Fig. 1: placement density heat map
Scale: 2 px per um. 15 x 15 tiles, from dark blue (low) to red (high), 0 to 100% covered.
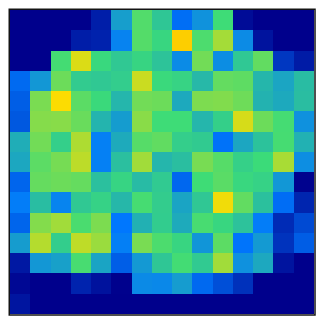
Fig. 2: I/O nets highlighted
Scale: 2 px per um.
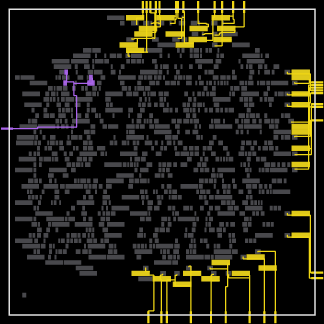
Fig. 3: the metal 4 layer
Scale: 2 px per um. Supply wires on this layer in gray.
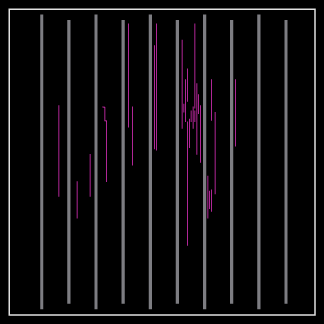
Fig. 4: congestion heat map
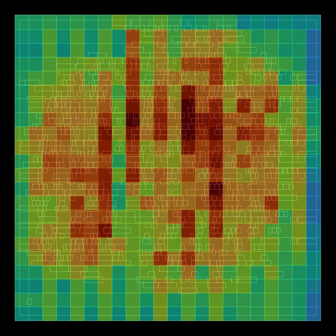
Fig. 5: routed clock nets over the placement
Scale: 2 px per um.
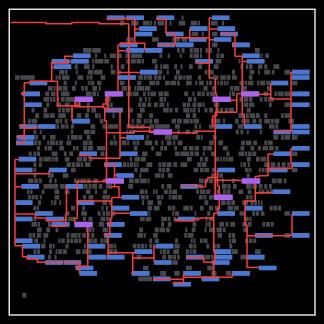
===== src/rtl/freq_meter.sv =====
// freq_meter: measures an asynchronous input clock against CLK.
// Gate mode counts sig_in rising edges over a fixed window of GATE_CYCLES
// clocks (frequency). Period mode counts CLK cycles between two consecutive
// sig_in rising edges. Each result is registered and marked by a one-cycle
// valid strobe, with ovf flagging a saturated count.
`timescale 1ns/1ps

module freq_meter #(
    parameter int          CW          = 32,
    parameter logic [31:0] GATE_CYCLES = 32'd100000000
) (
    input  logic          CLK,
    input  logic          RESET,
    input  logic          sig_in,
    input  logic          start,
    input  logic          mode,
    input  logic          cont,
    output logic [CW-1:0] result,
    output logic          valid,
    output logic          ovf,
    output logic          busy
);

    typedef enum logic [1:0] {
        ST_IDLE = 2'd0,
        ST_SYNC = 2'd1,
        ST_RUN  = 2'd2
    } state_t;

    localparam logic [CW-1:0] ACC_MAX  = '1;
    localparam logic [CW-1:0] ACC_ZERO = '0;
    localparam logic [CW-1:0] ACC_ONE  = {{(CW-1){1'b0}}, 1'b1};
    localparam logic [31:0]   GT_LOAD  = GATE_CYCLES - 32'd1;

    // Synchronizer and edge-history flops
    logic r_s1, r_s2, r_s3;

    // Measurement state
    state_t        r_state;
    logic          r_m;
    logic [31:0]   r_gt;
    logic [CW-1:0] r_acc;
    logic          r_acc_sat;
    logic [CW-1:0] r_result;
    logic          r_valid;
    logic          r_ovf;

    // Next-state values
    state_t        w_state_nxt;
    logic          w_m_nxt;
    logic [31:0]   w_gt_nxt;
    logic [CW-1:0] w_acc_nxt;
    logic          w_acc_sat_nxt;
    logic [CW-1:0] w_result_nxt;
    logic          w_valid_nxt;
    logic          w_ovf_nxt;
    logic          w_finish;

    // Datapath helpers
    logic          w_edge;
    logic          w_acc_full;
    logic          w_gate_ovf;
    logic [CW-1:0] w_gate_sum;
    logic [CW-1:0] w_per_sum;

    // Bring sig_in into the CLK domain and keep one cycle of history for edge detection
    always_ff @(posedge CLK or posedge RESET) begin
        // NOTE: sequential state uses non-blocking assignments so every flop
        // samples the pre-edge value of its source regardless of statement order.
        if (RESET) begin
            r_s1 <= 1'b0;
            r_s2 <= 1'b0;
            r_s3 <= 1'b0;
        end else begin
            r_s1 <= sig_in;
            r_s2 <= r_s1;
            r_s3 <= r_s2;
        end
    end

    assign w_edge     = r_s2 & ~r_s3;
    assign w_acc_full = (r_acc == ACC_MAX);

    // Gate mode: the sticky flag keeps ovf set once the count has passed all-ones,
    // even if no further edge arrives before the window closes.
    assign w_gate_ovf = r_acc_sat | (w_acc_full & w_edge);
    assign w_gate_sum = w_gate_ovf ? ACC_MAX : (w_edge ? r_acc + ACC_ONE : r_acc);

    // Period mode: cycles between strobes, capped at all-ones
    assign w_per_sum  = w_acc_full ? ACC_MAX : r_acc + ACC_ONE;

    // State and datapath registers
    always_ff @(posedge CLK or posedge RESET) begin
        if (RESET) begin
            r_state   <= ST_IDLE;
            r_m       <= 1'b0;
            r_gt      <= 32'd0;
            r_acc     <= ACC_ZERO;
            r_acc_sat <= 1'b0;
            r_result  <= ACC_ZERO;
            r_valid   <= 1'b0;
            r_ovf     <= 1'b0;
        end else begin
            r_state   <= w_state_nxt;
            r_m       <= w_m_nxt;
            r_gt      <= w_gt_nxt;
            r_acc     <= w_acc_nxt;
            r_acc_sat <= w_acc_sat_nxt;
            r_result  <= w_result_nxt;
            r_valid   <= w_valid_nxt;
            r_ovf     <= w_ovf_nxt;
        end
    end

    // Next-state and next-datapath logic for the IDLE / SYNC / RUN sequencer
    always_comb begin
        // NOTE: every output of this block gets a default first, so no path
        // through the case statement can leave a value unassigned (no latches).
        w_state_nxt   = r_state;
        w_m_nxt       = r_m;
        w_gt_nxt      = r_gt;
        w_acc_nxt     = r_acc;
        w_acc_sat_nxt = r_acc_sat;
        w_result_nxt  = r_result;
        w_ovf_nxt     = r_ovf;
        w_valid_nxt   = 1'b0;
        w_finish      = 1'b0;

        unique case (r_state)
            ST_IDLE: begin
                if (start) begin
                    w_m_nxt       = mode;
                    w_acc_nxt     = ACC_ZERO;
                    w_acc_sat_nxt = 1'b0;
                    w_gt_nxt      = GT_LOAD;
                    w_state_nxt   = mode ? ST_SYNC : ST_RUN;
                end
            end

            ST_SYNC: begin
                if (w_edge) begin
                    w_acc_nxt   = ACC_ZERO;
                    w_state_nxt = ST_RUN;
                end else if (r_gt == 32'd0) begin
                    // No edge within the timeout window
                    w_result_nxt = ACC_ZERO;
                    w_ovf_nxt    = 1'b0;
                    w_finish     = 1'b1;
                end else begin
                    w_gt_nxt = r_gt - 32'd1;
                end
            end

            ST_RUN: begin
                if (!r_m) begin
                    w_acc_nxt     = w_gate_sum;
                    w_acc_sat_nxt = w_gate_ovf;
                    if (r_gt == 32'd0) begin
                        w_result_nxt = w_gate_sum;
                        w_ovf_nxt    = w_gate_ovf;
                        w_finish     = 1'b1;
                    end else begin
                        w_gt_nxt = r_gt - 32'd1;
                    end
                end else if (w_edge || w_acc_full) begin
                    // Terminating edge, or the count can grow no further
                    w_result_nxt = w_per_sum;
                    w_ovf_nxt    = w_acc_full;
                    w_finish     = 1'b1;
                end else begin
                    w_acc_nxt = r_acc + ACC_ONE;
                end
            end

            default: begin
                w_state_nxt = ST_IDLE;
            end
        endcase

        // Publish the result and either re-arm with no dead cycle or return to IDLE
        if (w_finish) begin
            w_valid_nxt = 1'b1;
            if (cont) begin
                w_gt_nxt      = GT_LOAD;
                w_acc_nxt     = ACC_ZERO;
                w_acc_sat_nxt = 1'b0;
                w_state_nxt   = r_m ? ST_SYNC : ST_RUN;
            end else begin
                w_state_nxt = ST_IDLE;
            end
        end
    end

    assign result = r_result;
    assign valid  = r_valid;
    assign ovf    = r_ovf;
    assign busy   = (r_state != ST_IDLE);

endmodule


===== config.mk =====
export PLATFORM = sky130hd
export DESIGN_NAME = freq_meter
export DESIGN_NICKNAME = d
export VERILOG_FILES = /design/src/rtl/freq_meter.sv
export SDC_FILE = /design/constraint.sdc
export NUM_CORES = 1
export LEC_CHECK = 0
export CAP_MARGIN = 40
export CORE_MARGIN = 2
export CORE_UTILIZATION = 35
export DETAILED_ROUTE_END_ITERATION = 10
export DONT_BUFFER_PORTS = 1
export PLACE_DENSITY = 0.52
export SYNTH_ARGS = -nofsm -noshare
export SYNTH_HDL_FRONTEND = slang
export SYNTH_SLANG_ARGS = --single-unit

===== constraint.sdc =====
create_clock -name CLK -period 3.5 [get_ports CLK]
set_input_delay 0.525 -clock CLK [delete_from_list [all_inputs] [get_ports CLK]]
set_output_delay 0.525 -clock CLK [all_outputs]
set_load 0.05 [all_outputs]

==> notes.md <==
Latest figures from synthesis and place and route.

The flow ran to the end, and the final reports show no timing, DRC or antenna violations. The maximum achievable frequency is 333 MHz. The worst slack after detailed placement is ~0.55 ns. Of the total standard cell area in the layout, the multi-input combinational portion is a little over half. TritonCTS built the clock tree. Net switching is about 53% of the power. From bottom edge to top edge, the die measures between 150 and 200 um.

The leakage power in the latest report is slightly above 3 nW. In the final layout, excluding clock inverters the inverter count is 32. The net total in the final layout is 940. STA classifies the critical path startpoint as a register. The number of signal-net buffers in the layout is 56. The maximum number of pins on one net before global-route repair is 49. Sequential power for this build is 2.73 mW.

Of the total synthesized cell area, the portion taken by AND, OR, NAND and NOR gates is between 20% and 30%. For this run, the script counts the antenna cells in the layout as 0. The maximum resistive drop on vdd is 345 uV. The AND-OR/OR-AND share of the synthesized area is 30.2%. The number of nets with antenna violations after detailed routing is 0. The area taken by multi-input logic gates is about 4500 um^2. The critical path in this run is classified as reg -> reg.

During tapcell insertion the tool placed 280 well taps. The required time of the worst setup path is 3.76 ns. The clock tree cell share of total cell area is around 3.4%. The synthesized netlist devotes 2.28% of its cell area to XOR and XNOR gates. In the power breakdown, the internal column shows 3.45 mW. Warnings reported by Yosys during synthesis add up to 0. The most common cell in the synthesized netlist is sky130_fd_sc_hd__dfrtp_1.

The class of the tightest hold or removal check is in -> async. The final period demand of the worst path is roughly 3.0 ns. The total clock sinks is 105. Of all power groups, the one with the highest power is combinational cells. The buffer share of cell area is under 10%. Per the detail_route report, DRC violations left total 0. The multiplexer share of the synthesized area is about 2.2%. The yosys stat chip area is 7680 um^2. The critical path startpoint is r_acc[0].

The report lists the power per cell area as between 800 and 900 nW/um^2. The CTS clock-pin slew for the worst setup and hold paths is 0.08 ns. The final report lists the setup-violating endpoint count as 0. The clock root buffer master is sky130_fd_sc_hd__clkbuf_16. The final HPWL from detailed placement is ~19,000 um. The number of cells reported by Yosys stat comes to 955. No sink is reached through more buffers than the 2 on the longest clock path. The placement summary gives the final routability congestion estimate as 0.940.

In this run the post-CTS setup repair buffer count came out at 0. The sequential cell count of the final layout is 105. The placed instances occupy a cell area of between 8000 and 9000 um^2. Once placement completed, the tool counted placed cells totaling 1,195. The most used flip-flop cell after synthesis is sky130_fd_sc_hd__dfrtp_1.

The number of hold violations in the final report is 0. For this block, the initial DRC count from the detailed router was roughly 900. The adder and majority gate portion of the synthesized area is 1.30%. The final-layout fill cell count is 2,206. Sequential elements use 34.2% of the synthesized area.

The H-tree generated during clock tree synthesis spans 3 levels. The number of cells traversed by the worst register-to-register path is 8. The number of hold-repair buffers added at the cts stage is 0.
About Fig. 1:
mean over tiles = 35%
fullest tile = 77%
emptiest ninth of the die = lower right
nearly empty tiles = 16%
Initial Util: 35.4%
core region area: 21,700 um^2
core occupancy in the finished layout: 38.6%

About Fig. 2:
yellow -> result  # bits 32, direction output, edge 13 top, 10 right, 9 bottom, end cells 32, wire 824 um
purple -> start  # bits 1, direction input, edge left, end cells 5, wire 80.0 um
total of buffers placed on input and output ports: 0
boundary pin count: 41

About Fig. 3:
share of all routed wire = 2.7%
nets with wire on the layer = 23
wire length on this layer = 755 um
Post-Route WL: 27,700 um
via count: 7,889

About Fig. 4:
global-route track usage on met1: 31.8%
Global Route met2 Usage: 39.2%
Top Usage Layer GRT: met2
Global Route Usage Sum: 23.5%
drt wl/cell: 22.8 um

About Fig. 5:
purple -> clock-net drivers  # count 9
red -> clock wires  # length 1,600 um
blue -> flip-flops  # count 105
routed clock nets = 10
flops lie = spread over the die
clock power share: 13.8%
clock distribution power: 1.03 mW
clock latency of the later-clocked register in the worst-skew pair: 0.37 ns
final clock skew: 0.0113 ns

[critical path, cell delays in order (launching register included)]
cell and delay (ns):
sky130_fd_sc_hd__dfrtp_1 0.48, sky130_fd_sc_hd__ha_1 0.31, sky130_fd_sc_hd__nand3_1 0.11, sky130_fd_sc_hd__buf_4 0.20, sky130_fd_sc_hd__nor4_1 0.84, sky130_fd_sc_hd__a41oi_1 0.23
sky130_fd_sc_hd__a221oi_1 0.35, sky130_fd_sc_hd__a21oi_1 0.09, sky130_fd_sc_hd__mux2_2 0.27
[metal layers]
metal  GRT usage [%]  vias to the layer above  part of all wire [%]
li1                -                     3614                     -
met1            31.8                     3869                    43
met2            39.2                      344                    48
met3            3.14                       62                   5.6
met4            7.61                        0                   2.7
met5               0                        -                     0
Power is estimated from default activity; no workload was simulated.
